### src/rtl/lcv_div_pkg.sv
// lcv_div_pkg: shared types and sizing helpers for the iterative divider
package lcv_div_pkg;
  typedef enum logic [1:0] {IDLE, CALC, FIX, DONE} state_t;
  function automatic logic [63:0] dz_quot(int w);
    return {64{1'b1}} >> (64 - w);
  endfunction
  function automatic int cnt_width(int w);
    return $clog2(w);
  endfunction
endpackage

### src/rtl/lcv_div_step.sv
// lcv_div_step: one combinational restoring-division step
// rem_in/rem_out: partial remainder (WIDTH+1), bit_in: next dividend bit,
// divisor: divisor magnitude, q: quotient bit produced by this step
module lcv_div_step #(parameter int WIDTH = 32) (
  input  logic [WIDTH:0]   rem_in,
  input  logic             bit_in,
  input  logic [WIDTH-1:0] divisor,
  output logic [WIDTH:0]   rem_out,
  output logic             q
);
  logic [WIDTH:0] sh, diff;
  logic unused_msb;
  // partial remainder is always below the divisor, so its top bit is never set
  assign unused_msb = rem_in[WIDTH];
  assign sh = {rem_in[WIDTH-1:0], bit_in};
  assign diff = sh - {1'b0, divisor};
  assign q = ~diff[WIDTH];
  assign rem_out = q ? diff : sh;
endmodule

### src/rtl/lcv_iter_div.sv
// lcv_iter_div: multi-cycle restoring divider, one quotient bit per clock
// clk, rst (async assert, active-low); inp_valid/inp_ready with
// inp_dividend, inp_divisor, inp_signed; outp_valid/outp_ready with
// outp_quot, outp_rem. Define LCV_ITER_DIV_SIGNED_EN to honour inp_signed.
module lcv_iter_div import lcv_div_pkg::*; #(parameter int WIDTH = 32) (
  input  logic             clk,
  input  logic             rst,
  input  logic             inp_valid,
  output logic             inp_ready,
  input  logic [WIDTH-1:0] inp_dividend,
  input  logic [WIDTH-1:0] inp_divisor,
  input  logic             inp_signed,
  output logic             outp_valid,
  input  logic             outp_ready,
  output logic [WIDTH-1:0] outp_quot,
  output logic [WIDTH-1:0] outp_rem
);
  localparam int CW = cnt_width(WIDTH);
  localparam logic [WIDTH-1:0] DZQ = WIDTH'(dz_quot(WIDTH));
  state_t state, state_nx;
  logic [CW-1:0] cnt;
  logic [WIDTH:0] prem, prem_nx;
  logic [WIDTH-1:0] acc, dvs, mag_a, mag_b, quot_nx, rem_nx;
  logic qbit, dz;
`ifdef LCV_ITER_DIV_SIGNED_EN
  localparam logic [WIDTH-1:0] MNEG = {1'b1, {(WIDTH-1){1'b0}}};
  logic sa, sb, qneg, rneg, ovf;
  assign sa = inp_signed & inp_dividend[WIDTH-1];
  assign sb = inp_signed & inp_divisor[WIDTH-1];
  assign mag_a = sa ? -inp_dividend : inp_dividend;
  assign mag_b = sb ? -inp_divisor : inp_divisor;
  // the divide-by-zero remainder is |dividend| re-signed, i.e. the dividend itself
  assign quot_nx = ovf ? MNEG : dz ? DZQ : qneg ? -acc : acc;
  assign rem_nx = ovf ? '0 : rneg ? -prem[WIDTH-1:0] : prem[WIDTH-1:0];
`else
  logic unused_signed;
  assign unused_signed = inp_signed;
  assign mag_a = inp_dividend;
  assign mag_b = inp_divisor;
  assign quot_nx = dz ? DZQ : acc;
  assign rem_nx = prem[WIDTH-1:0];
`endif
  lcv_div_step #(.WIDTH(WIDTH)) u_step (
    .rem_in(prem), .bit_in(acc[WIDTH-1]), .divisor(dvs), .rem_out(prem_nx), .q(qbit)
  );
  assign inp_ready = (state == IDLE) && rst;
  assign outp_valid = (state == DONE);
  always_comb begin
    state_nx = state;
    unique case (state)
      IDLE: if (inp_valid) state_nx = CALC;
      CALC: if (cnt == '0) state_nx = FIX;
      FIX:  state_nx = DONE;
      DONE: if (outp_ready) state_nx = IDLE;
    endcase
  end
  always_ff @(posedge clk or negedge rst)
    if (!rst) begin
      state <= IDLE;
      cnt <= '0;
      prem <= '0;
      acc <= '0;
      dvs <= '0;
      dz <= 1'b0;
      outp_quot <= '0;
      outp_rem <= '0;
`ifdef LCV_ITER_DIV_SIGNED_EN
      qneg <= 1'b0;
      rneg <= 1'b0;
      ovf <= 1'b0;
`endif
    end else begin
      state <= state_nx;
      if (state == IDLE && inp_valid) begin
        acc <= mag_a;
        dvs <= mag_b;
        prem <= '0;
        cnt <= CW'(WIDTH - 1);
        dz <= (inp_divisor == '0);
`ifdef LCV_ITER_DIV_SIGNED_EN
        qneg <= sa ^ sb;
        rneg <= sa;
        ovf <= sa && inp_dividend == MNEG && &inp_divisor;
`endif
      end
      // acc shifts dividend bits out the top and quotient bits in the bottom
      if (state == CALC) begin
        prem <= prem_nx;
        acc <= {acc[WIDTH-2:0], qbit};
        cnt <= cnt - 1'b1;
      end
      if (state == FIX) begin
        outp_quot <= quot_nx;
        outp_rem <= rem_nx;
      end
    end
endmodule
### config.mk
export PLATFORM = sky130hd
export DESIGN_NAME = lcv_iter_div
export DESIGN_NICKNAME = d
export VERILOG_FILES = /design/src/rtl/lcv_div_pkg.sv /design/src/rtl/lcv_div_step.sv /design/src/rtl/lcv_iter_div.sv
export SDC_FILE = /design/constraint.sdc
export NUM_CORES = 1
export LEC_CHECK = 0
export CELL_PAD_IN_SITES_DETAIL_PLACEMENT = 0
export CELL_PAD_IN_SITES_GLOBAL_PLACEMENT = 1
export CORE_UTILIZATION = 43
export DETAILED_ROUTE_END_ITERATION = 8
export MAX_ROUTING_LAYER = met4
export PLACE_DENSITY = 0.9
export SYNTH_ARGS = -nofsm -noshare
export SYNTH_HDL_FRONTEND = slang
export SYNTH_SLANG_ARGS = --single-unit
### constraint.sdc
create_clock -name clk -period 5.1 [get_ports clk]
set_input_delay 1.53 -clock clk [delete_from_list [all_inputs] [get_ports clk]]
set_output_delay 1.53 -clock clk [all_outputs]
set_load 0.03 [all_outputs]
==> results.ini, run 1 <==
[finish]
drive_gt1_share_pct = 8.34
clock_buffer_count = 17
comb_share_pct = 39.7
flop-count = 168
bufAreaShareNonClock_pct = 12.7
postLayoutCoreUtil_pct = 54.3
fin_cells = 1301
diodes = 0
fill_cells = 1858
largest_class = logic gates
seq_share_pct = 38.0
nNetsFinal = 1127
clock_area_share_pct = 5.13

[timing]
finClkSkew_ns = 0.0104
worstMarginPinSlew_ns = 1.14
slew-limit-headroom_pct = 23.7
setup_tns_ns = 0
period_minus_slack_ns = 3.95
drv_slew = 0

[die]
core_area_um2 = 20400
placementRows = 52

[min_path]
whs_path_depth = 1

[worst_setup_path]
path_cells = buf_6 > and2_1 > clkdlybuf4s50_1
slowest_delay_ns = 0.67
reg2reg_depth = 14

[detailed_routing]
drc_errors = 0
drtIter0Drc = 360

[cts]
cts_tree = built
clockRootBuffer = clkbuf_16
clkTransAtPathRegs_ns = 0.07
clk_path_buf_depth = 2

[logic_synthesis]
ys_sh_simple_pct = 12.8
ys_sh_xor_pct = 3.04
ys_types = 61
synth_area_um2 = 8960
ys_area_um2 = 8960
ys_top_logic_family = AND-OR/OR-AND gates
synthMuxAreaShare_pct = 12.4
syn-instance-count = 916
synth.avg_cell_area_um2 = 9.79
common_cells = dfrtp_1 (168), nand2_1 (117), o21ai_0 (82), nor2_1 (79), mux2i_1 (74)
ys_seq_share_pct = 46.9

[global_route]
grt_pass1_vias = 6884
grt_max_degree = 169
grt_overflow = 0
antenna_found_initial = 0

[power_and_ir_drop]
switching_share_pct = 44.3
p_switching_uw = 3710
powerComb_uw = 4780
leakagePower_uw = 0.00480
pwr-share-seq_pct = 27.9

[place]
port_buffers = 133
dp.cells = 1269
globalplace.congestion = 0.912

[outcome]
status = finished, final reports clean

[job]
cap_violations = 0

**Run 1: cells by drive strength**

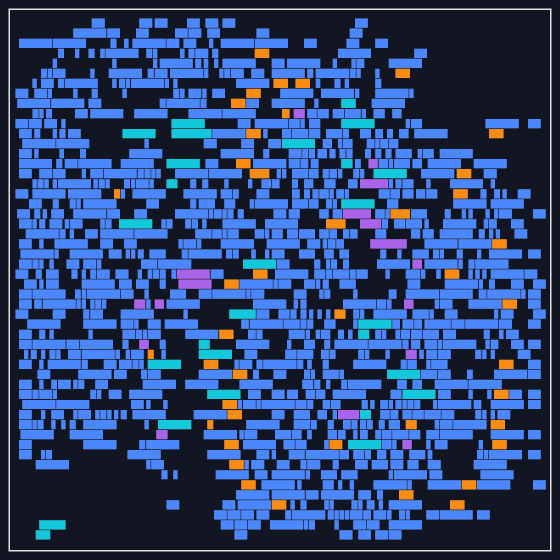
[drive 6 and up] cyan | cells: 27
[drive 3 to 4] purple | cells: 17
[drive 2] orange | cells: 42
[drive 1 or less] blue | cells: 945
Area Overhead vs Synth: 23.3%
Final WS setup: 1.15 ns
non-clock buffer count: 139
Final Cell Area: 11,100 um^2

**Run 1: clock network drawn from the DEF**

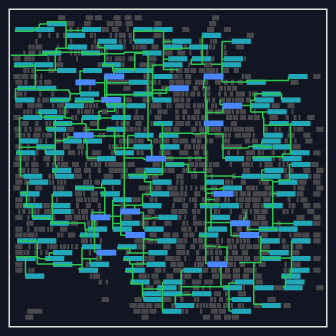
[clock wires] green | length: 2,220 um
[flip-flops] cyan | count: 168
[cells driving clock nets] blue | count: 17
flops lie: spread over the die
routed clock nets: 18
insertion delay at the late pin of the worst-skew pair: 0.43 ns
clk pwr: 1260 uW
clock share of power: 15.0%

**Run 1: congestion heat map**

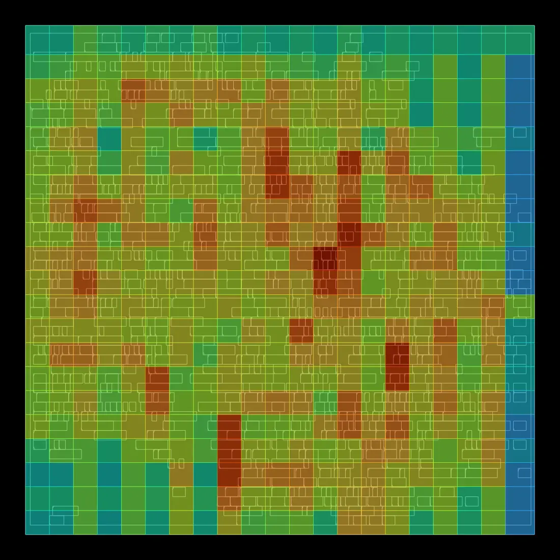
drt wl/cell: 15.7 um
GR peak layer: met2
GR Util met1: 27.2%

**Run 1: M3 wires**

Cells faint in the background.
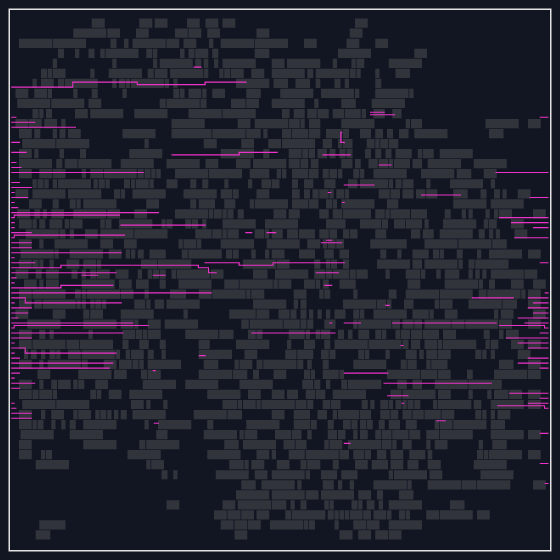
main direction: horizontal
longest straight run: 54.0 um
wire length on this layer: 1,200 um
met3 usage: 5.47%
DRT Wirelength: 20,400 um
vias: 6,818

**Run 1: gate families picked out**

Scale bar: 50 um.
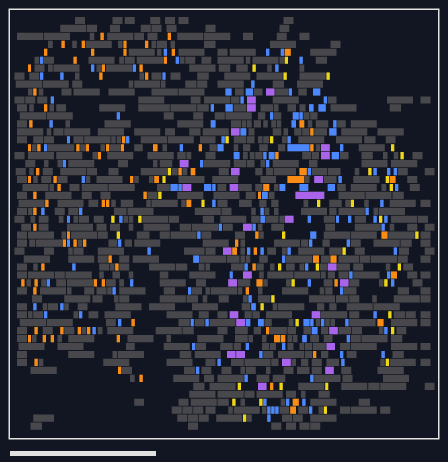

==> run 1 -> run 2 <==
- CORE_UTILIZATION: 43 -> 38
- PLACE_DENSITY: 0.9 -> 0.84
- clock period: 5.1 -> 3.6 ns (I/O delays scaled with it)
**Run 2: gate families picked out**

Scale bar: 50 um.
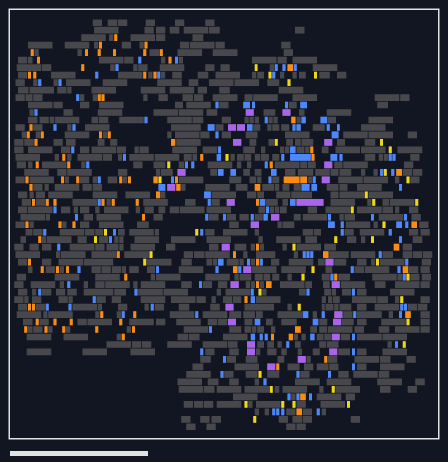
[NAND gates] blue | cells: 148
[XOR/XNOR gates] purple | cells: 29
[NOR gates] orange | cells: 100 | where: spread over the die
[inverters] yellow | cells: 42
non-filler instance count after layout: 1,355
Commonest Layout Cell: dfrtp_1
Comb/total area: 39.0%

**Run 2: M3 wires**

Cells faint in the background.
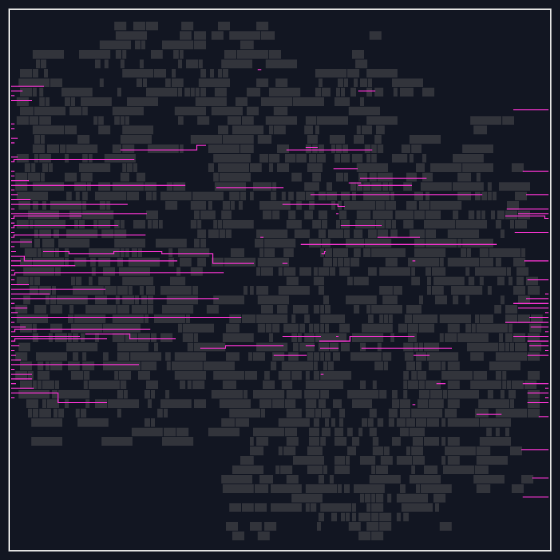
main direction: horizontal
longest straight run: 66.0 um
vias: 6,856
met3 usage: 5.75%
DRT Wirelength: 21,600 um

==> run 2 against run 1 <==
  * Clock skew barely moved
  * Routed wire length rose by 5.4%
  * Largest cell class unchanged
  * Combinational power rose by 44%
  * First-iteration DRC count rose by 3.3%
  * Critical path type is now flip-flop to flip-flop
  * Critical path depth rose by 11
  * Non-clock buffer count rose by 10
  * Synthesized cell count did not move
  * Cell count rose by 4.2%
==> results.ini, run 2 <==
[outcome]
status = finished, final reports clean

[min_path]
whs_path_depth = 2  ; +1

[finish]
nNetsFinal = 1137  ; +0.89%
postLayoutCoreUtil_pct = 49.1  ; -5.2 points
n_all_inverters = 42
diodes = 1  ; +1
final_area_um2 = 11200  ; +1.8%
area_growth_pct = 25.5
clock_buffer_count = 18  ; +1
clock_area_share_pct = 5.71  ; +0.58 points
seq_share_pct = 37.4  ; -0.66 points
bufAreaShareNonClock_pct = 13.0  ; +0.34 points
fill_cells = 2156  ; +16%

[die]
placementRows = 55  ; +5.8%
core_area_um2 = 22900  ; +13%

[global_route]
antenna_found_initial = 1  ; +1
grt.busiest_layer = met2
grt_pass1_vias = 6985  ; +1.5%
grt_max_degree = 71  ; -58%
met1_usage_pct = 25.7  ; -1.5 points
grt_overflow = 0  ; unchanged

[timing]
worstMarginPinSlew_ns = 0.906  ; -0.238 ns
drv_slew = 0  ; unchanged
setup_tns_ns = 0  ; unchanged
slew-limit-headroom_pct = 39.6  ; +16 points
finClkSkew_ns = 0.0108  ; +0.000463 ns
fin_ws_ns = 0.286  ; -0.868 ns
period_minus_slack_ns = 3.31

[cts]
cts_buffers = 17
cts_tree = built
insertion_delay_ns = 0.44  ; about the same
post_cts_resized = 0
clk_path_buf_depth = 2  ; unchanged

[logic_synthesis]
synth_area_um2 = 8960  ; unchanged
syn-instance-count = 916  ; unchanged
ys_sh_xor_pct = 3.04  ; unchanged
common_cells = dfrtp_1 (168), nand2_1 (117), o21ai_0 (82), nor2_1 (79), mux2i_1 (74)
ys_area_um2 = 8960  ; unchanged
ys_types = 61  ; unchanged
syn_nets = 1025
synth.avg_cell_area_um2 = 9.79  ; unchanged
ys_seq_share_pct = 46.9  ; unchanged
synthMuxAreaShare_pct = 12.4  ; unchanged
ys_sh_simple_pct = 12.8  ; unchanged
ys_top_logic_family = AND-OR/OR-AND gates

[power_and_ir_drop]
pwr-share-seq_pct = 27.2  ; -0.7 points
p_clk_uw = 2010  ; +60%
switching_share_pct = 43.5  ; -0.74 points
p_switching_uw = 5320  ; +43%
leakagePower_uw = 0.00488  ; +1.7%
clockPowerShare_pct = 16.4  ; +1.4 points

[worst_setup_path]
reg2reg_depth = 14  ; unchanged
path_cells = inv_1 > ha_1 > inv_1 > fa_1 > a211oi_1 > o21ai_1 > a211o_1 > a21oi_4 > o21ai_2 > a31oi_4 > xnor2_4 > buf_4 > mux2i_1 > mux2i_1
slowest_delay_ns = 0.41  ; -0.26 ns

[place]
port_buffers = 133  ; unchanged
globalplace.congestion = 0.893  ; -2.0%

[detailed_routing]
routedWlPerCell_um = 15.9  ; +1.2%
ant_nets = 0
drc_errors = 0  ; unchanged
drtIter0Drc = 372  ; +3.3%

[job]
cap_violations = 0  ; unchanged

Power and IR drop assume default switching activity.
